### Routing congestion

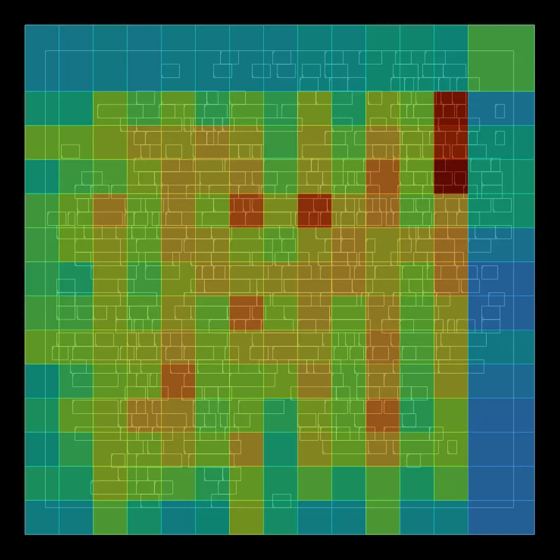
### Signal wires on met4

(4 px per um) Supply wires on this layer in gray.
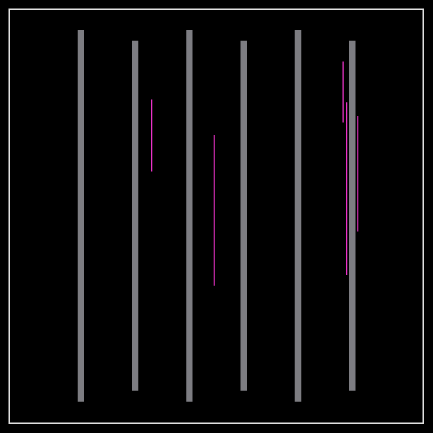
### Nets reached from selected ports

(3 px per um)
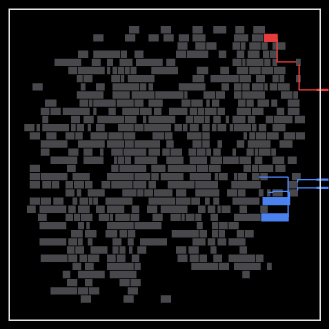
File: src/rtl/multicycle_ctrl.sv
// Multicycle RISC-V style control unit: sequences fetch/decode/execute/memory/writeback,
// guards memory waits with a timeout, traps on illegal opcodes and counts retired instructions.
module multicycle_ctrl #(
  parameter int unsigned MEM_TIMEOUT = 255
) (
  input  logic        clk,
  input  logic        rst_n,
  input  logic [6:0]  opcode,
  input  logic        zero,
  input  logic        mem_ready,
  output logic        pc_write,
  output logic        ir_write,
  output logic        mem_read,
  output logic        mem_write,
  output logic        reg_write,
  output logic [1:0]  alu_op,
  output logic [1:0]  alu_src_a,
  output logic [1:0]  alu_src_b,
  output logic [1:0]  result_src,
  output logic [3:0]  state,
  output logic [1:0]  trap_cause,
  output logic [31:0] retired
);

  localparam int unsigned WAIT_W = 8;
  localparam int unsigned RET_W  = 32;

  typedef enum logic [3:0] {
    S_FETCH    = 4'd0,
    S_DECODE   = 4'd1,
    S_MEMADR   = 4'd2,
    S_MEMREAD  = 4'd3,
    S_MEMWB    = 4'd4,
    S_MEMWRITE = 4'd5,
    S_EXEC_R   = 4'd6,
    S_EXEC_I   = 4'd7,
    S_ALUWB    = 4'd8,
    S_BRANCH   = 4'd9,
    S_TRAP     = 4'd10
  } state_e;

  localparam logic [6:0] OP_LOAD   = 7'b0000011;
  localparam logic [6:0] OP_STORE  = 7'b0100011;
  localparam logic [6:0] OP_R      = 7'b0110011;
  localparam logic [6:0] OP_I      = 7'b0010011;
  localparam logic [6:0] OP_BRANCH = 7'b1100011;

  localparam logic [1:0] CAUSE_NONE    = 2'b00;
  localparam logic [1:0] CAUSE_ILLEGAL = 2'b01;
  localparam logic [1:0] CAUSE_TIMEOUT = 2'b10;

  state_e             state_q, state_d;
  logic [1:0]         trap_q, trap_d;
  logic [WAIT_W-1:0]  wait_q, wait_d;
  logic [RET_W-1:0]   retired_q, retired_d;
  logic               mem_wait;
  logic               timeout;
  logic               retire;

  // Next-state, trap, wait-counter and retire bookkeeping
  always_comb begin
    state_d   = state_q;
    trap_d    = trap_q;
    mem_wait  = ((state_q == S_FETCH) || (state_q == S_MEMREAD) ||
                 (state_q == S_MEMWRITE)) && !mem_ready;
    // Counter already at the limit and memory still not ready: give up
    timeout   = mem_wait && (wait_q == WAIT_W'(MEM_TIMEOUT));

    case (state_q)
      S_FETCH:    if (mem_ready) state_d = S_DECODE;
      S_DECODE: begin
        case (opcode)
          OP_LOAD, OP_STORE: state_d = S_MEMADR;
          OP_R:              state_d = S_EXEC_R;
          OP_I:              state_d = S_EXEC_I;
          OP_BRANCH:         state_d = S_BRANCH;
          default: begin
            state_d = S_TRAP;
            trap_d  = CAUSE_ILLEGAL;
          end
        endcase
      end
      S_MEMADR:   state_d = opcode[5] ? S_MEMWRITE : S_MEMREAD;
      S_MEMREAD:  if (mem_ready) state_d = S_MEMWB;
      S_MEMWB:    state_d = S_FETCH;
      S_MEMWRITE: if (mem_ready) state_d = S_FETCH;
      S_EXEC_R:   state_d = S_ALUWB;
      S_EXEC_I:   state_d = S_ALUWB;
      S_ALUWB:    state_d = S_FETCH;
      S_BRANCH:   state_d = S_FETCH;
      S_TRAP:     state_d = S_TRAP;
      default:    state_d = S_TRAP;
    endcase

    if (timeout) begin
      state_d = S_TRAP;
      trap_d  = CAUSE_TIMEOUT;
    end

    if (state_d != state_q) begin
      wait_d = '0;
    end else if (mem_wait) begin
      wait_d = wait_q + WAIT_W'(1);
    end else begin
      wait_d = wait_q;
    end

    retire    = (state_d == S_FETCH) &&
                ((state_q == S_MEMWB) || (state_q == S_MEMWRITE) ||
                 (state_q == S_ALUWB) || (state_q == S_BRANCH));
    retired_d = retire ? (retired_q + RET_W'(1)) : retired_q;
  end

  always_ff @(posedge clk or negedge rst_n) begin
    if (!rst_n) begin
      state_q   <= S_FETCH;
      trap_q    <= CAUSE_NONE;
      wait_q    <= '0;
      retired_q <= '0;
    end else begin
      state_q   <= state_d;
      trap_q    <= trap_d;
      wait_q    <= wait_d;
      retired_q <= retired_d;
    end
  end

  // Datapath controls decoded from the state register; FETCH/BRANCH strobes follow inputs
  always_comb begin
    pc_write   = 1'b0;
    ir_write   = 1'b0;
    mem_read   = 1'b0;
    mem_write  = 1'b0;
    reg_write  = 1'b0;
    alu_op     = 2'b00;
    alu_src_a  = 2'b00;
    alu_src_b  = 2'b00;
    result_src = 2'b00;

    case (state_q)
      S_FETCH: begin
        mem_read   = 1'b1;
        alu_src_b  = 2'b10;
        result_src = 2'b10;
        pc_write   = mem_ready;
        ir_write   = mem_ready;
      end
      S_DECODE: begin
        alu_src_a = 2'b01;
        alu_src_b = 2'b01;
      end
      S_MEMADR: begin
        alu_src_a = 2'b10;
        alu_src_b = 2'b01;
      end
      S_MEMREAD:  mem_read = 1'b1;
      S_MEMWB: begin
        result_src = 2'b01;
        reg_write  = 1'b1;
      end
      S_MEMWRITE: mem_write = 1'b1;
      S_EXEC_R: begin
        alu_src_a = 2'b10;
        alu_op    = 2'b10;
      end
      S_EXEC_I: begin
        alu_src_a = 2'b10;
        alu_src_b = 2'b01;
        alu_op    = 2'b10;
      end
      S_ALUWB:    reg_write = 1'b1;
      S_BRANCH: begin
        alu_src_a = 2'b10;
        alu_op    = 2'b01;
        pc_write  = zero;
      end
      default: ;
    endcase

    // Strobes must drop the instant reset is asserted, not at the next edge
    if (!rst_n) begin
      pc_write  = 1'b0;
      ir_write  = 1'b0;
      mem_read  = 1'b0;
      mem_write = 1'b0;
      reg_write = 1'b0;
    end
  end

  assign state      = state_q;
  assign trap_cause = trap_q;
  assign retired    = retired_q;

endmodule

File: config.mk
export PLATFORM = sky130hd
export DESIGN_NAME = multicycle_ctrl
export DESIGN_NICKNAME = d
export VERILOG_FILES = /design/src/rtl/multicycle_ctrl.sv
export SDC_FILE = /design/constraint.sdc
export NUM_CORES = 1
export LEC_CHECK = 0
export CORE_MARGIN = 4
export CORE_UTILIZATION = 30
export DETAILED_ROUTE_END_ITERATION = 12
export PLACE_DENSITY = 0.55
export SYNTH_ARGS = -nofsm -noshare
export SYNTH_HDL_FRONTEND = slang
export SYNTH_SLANG_ARGS = --single-unit
File: constraint.sdc
create_clock -name clk -period 1.88 [get_ports clk]
set_clock_uncertainty 0.15 [all_clocks]
set_input_delay 0.282 -clock clk [delete_from_list [all_inputs] [get_ports clk]]
set_output_delay 0.282 -clock clk [all_outputs]
set_load 0.01 [all_outputs]
==> Slide: Implementation Results <==
Physical Implementation Snapshot

Detailed routing
  – Remaining DRCs: 0
  – Met3 wire length: roughly 380 um
  – 1st-iter DRT viols: between 60 and 70
  – Routed wl met2: 3.89 mm
  – DRT Wirelength: 7.62 mm
  – Detailed-route via count: 2478
  – Routed Antenna Nets: 0
  – Met1 Wirelength: 3.21 mm
  – DRT Pass-1 Iters: 4
  – Vias per inst: approximately 4.8
  – Max Used Layer: met4

Logic synthesis
  – Syn_nets: approximately 270
  – Async SR Flop Fraction: 1.00
  – Synth Seq Share: 0.424
  – Yosys Instances: 260
  – Gate Count Post-Synth: approximately 260
  – Netlist area before placement: about 0.0027 mm2
  – Chip Area, Yosys: 0.00272 mm2
  – Dominant comb cell: simple AND/OR/NAND/NOR gates
  – XORs/XNORs by Area: 0.129
  – Warnings from Yosys: 0
  – Mean post-synth cell area: roughly 10 um2
  – Most used flip-flop cell: dfrtp_1
  – Synthesis-stage register bit count: roughly 46
  – MUX area fraction: 0.0161
  – Simple share: 0.292
  – Adder share: 0.00922
  – Unique cell types: roughly 59
  – And-or/or-and share of the synthesized area: 0.0862
  – Post-synth EDFFs: 0

Place
  – RD Place Congestion: about 0.81
  – # placed instances: around 480
  – Post-detail-place hpwl: between 5 and 6 mm

Worst hold path
  – Class of the worst hold path: primary input to asynchronous set/reset pin

Die
  – # rows: 34
  – Fp util: 0.310
  – Core area: 0.00876 mm2
  – Die W: 103 um
  – Chip area: approximately 0.011 mm2
  – DIE HEIGHT: roughly 100 um
  – # Taps: around 110

Cells and area
  – Top cell class by occupied area: combinational gates
  – Non-filler cells, final: a little over 500
  – Most used logic cell in the final layout: buf_4
  – Data buffer area share: 0.298
  – Area Growth Syn to Fin: 72.3%
  – Seq Cell Count: 46
  – Clock buf/inv share: 0.0195
  – Ratio of cells with drive above 1 in the final layout: 0.474
  – Combinational gate count: between 150 and 200
  – Number of clock buffers in the layout: 7
  – Comb/total area: 0.397
  – Most frequent cells in the layout: 61 x buf_4, 43 x dfrtp_1, 40 x clkdlybuf4s50_1
  – Non-CTS buffers: 151
  – ANT cells: 0
  – Fin nets: ~420
  – Register Area: about 0.0012 mm2
  – Flop share of the area: 0.247
  – Largest register FFs: 32
  – Non-clk invs: 10
  – Fillers: around 800
  – Logic area: ~0.0019 mm2

Pwr
  – Switching power: around 2.0 mW
  – Clk pwr: around 630 uW
  – Sequential Power: around 1.2 mW
  – Power density over cell area: 1110 mW/mm2
  – Flop pwr share: 0.231
  – Pint: roughly 3.2 mW
  – Switching fraction of total power: 0.384
  – LEAKAGE: approximately 2.3 nW
  – Logic pwr share: 0.647
  – Logic power comb: 3.35 mW
  – Top power group: combinational logic
  – Clock power share: 0.122
  – Final Power: between 5 and 6 mW
  – Worst vdd ir: about 0.4 mV

Clocking
  – H-tree Lvls: 2
  – Root Buffer: clkbuf_8
  – CTS Buf Count: 5
  – Clk_lat worst skew: roughly 0.30 ns
  – Max Buffers Root-to-Sink: 2
  – Sink Count: ~46
  – Worst-path clk slew: roughly 0.090 ns
  – CTS tree: done

Global routing
  – Tot GR Track Use: 0.144
  – Largest net degree at the start of global routing: between 40 and 50
  – M2 GR Usage: 0.250
  – First-pass GRT wire length: around 12 mm
  – Vias in the first global route: 2536
  – Grt ovf: 0
  – Initial antenna violation count: 0

Critical path
  – Critical Path End Type: flop
  – Worst EP arrival: 2.12 ns
  – Critical path peak fanout: 8
  – CP Class: flop to flop
  – Reg2Reg Capture Point: wait_q[3]
  – Nature of the critical path startpoint: flop
  – Setup slack, reg-to-reg: -0.16 ns
  – CP Launch Point: state[0]
  – FF-to-FF Start: state[0]
  – Required @ worst endpoint: between 1.5 and 2 ns
  – Reg2Reg Depth: 8
  – CP endpoint: wait_q[3]

Final timing
  – Max Clk Rate: a little under 0.5 GHz
  – RSZ-0062 raised after global routing: true
  – Fin crit share: 1.08
  – Least-Margin Pin Slew: between 0.5 and 0.6 ns
  – Hold Violations, Final: 0
  – Worst hold slack: between 0.02 and 0.03 ns
  – Max-slew headroom: 0.631
  – Setup violators final: ~44
  – TNS Setup: -3.85 ns
  – Final Max Tran Viols: 0
  – Final setup margin: -0.156 ns
  – Final min period: about 2 ns

Flow run
  – Max cap viols: 0
  – Tool warnings: 29

Run status
  – Status: finished, violations left
  – Failing checks: negative setup slack
About 'Routing congestion':
gr busiest metal: met2
M3 GR Usage: 0.0338
met1 Track Usage GR: 0.182
drt wl/cell: 14.7 um
Final Core Density: 0.534

About 'Signal wires on met4':
longest straight run	42.8 um
nets with wire on the layer	5
main direction	vertical

About 'Nets reached from selected ports':
port	color	bits	direction	edge	end cells	buffers	wire
mem_read	red	1	output	east	1	1	28.5 um
trap_cause	blue	2	output	east	2	2	47.7 um
port bufs: 61
I/O pin count: 62

==> critical path: stages, from the launching register on <==
cell and delay (ns):
dfrtp_2 0.47, buf_6 0.14, buf_4 0.14, nand4bb_1 0.20, a31oi_2 0.17, a41oi_2 0.07
o22a_1 0.24, o22a_4 0.27, nor3_4 0.12
==> repair_timing <==
action / in CTS / in global routing
setup buffers: 18 / 14
endpoints found under the hold margin: 3 / 0
gates resized: 130 / 47
hold buffers: 1 / 0
pin swaps: 40 / 31
setup endpoints to repair: 53 / 52
==> per-stage QoR <==
stage / utilization / worst slack [ns] / instance area, um2
final: 0.534 / -0.156 / 4680
after global routing: 0.534 / -0.233 / 4680
after CTS: 0.499 / -0.212 / 4370
after detailed placement: 0.445 / -0.461 / 3900
after global placement: 0.445 / -0.431 / 3900
after floorplan: - / -0.0665 / 2770
==> cells in the mapped netlist, types with 2 or more instances <==
master | count | share of area
nor3_2 | 8 | 0.029
nand4bb_1 | 2 | 0.0083
buf_2 | 3 | 0.0055
buf_6 | 2 | 0.0083
inv_1 | 9 | 0.012
nor3_1 | 11 | 0.020
and2_2 | 2 | 0.0055
nand2b_1 | 5 | 0.012
and3_1 | 8 | 0.018
a21oi_1 | 5 | 0.0092
nor3b_2 | 2 | 0.0092
xnor2_1 | 9 | 0.029
ha_1 | 2 | 0.0092
a21o_2 | 2 | 0.0065
nor4_1 | 5 | 0.012
xor2_1 | 31 | 0.10
o211ai_4 | 2 | 0.016
and2_1 | 3 | 0.0069
and4_1 | 7 | 0.023
o21ai_0 | 3 | 0.0055
nand4_1 | 11 | 0.025
dfrtp_1 | 46 | 0.42
nand3_1 | 11 | 0.020
nand2_1 | 13 | 0.018
nor2_1 | 21 | 0.029
buf_4 | 3 | 0.0083
a21boi_0 | 2 | 0.0055
Power is estimated from default activity; no workload was simulated.
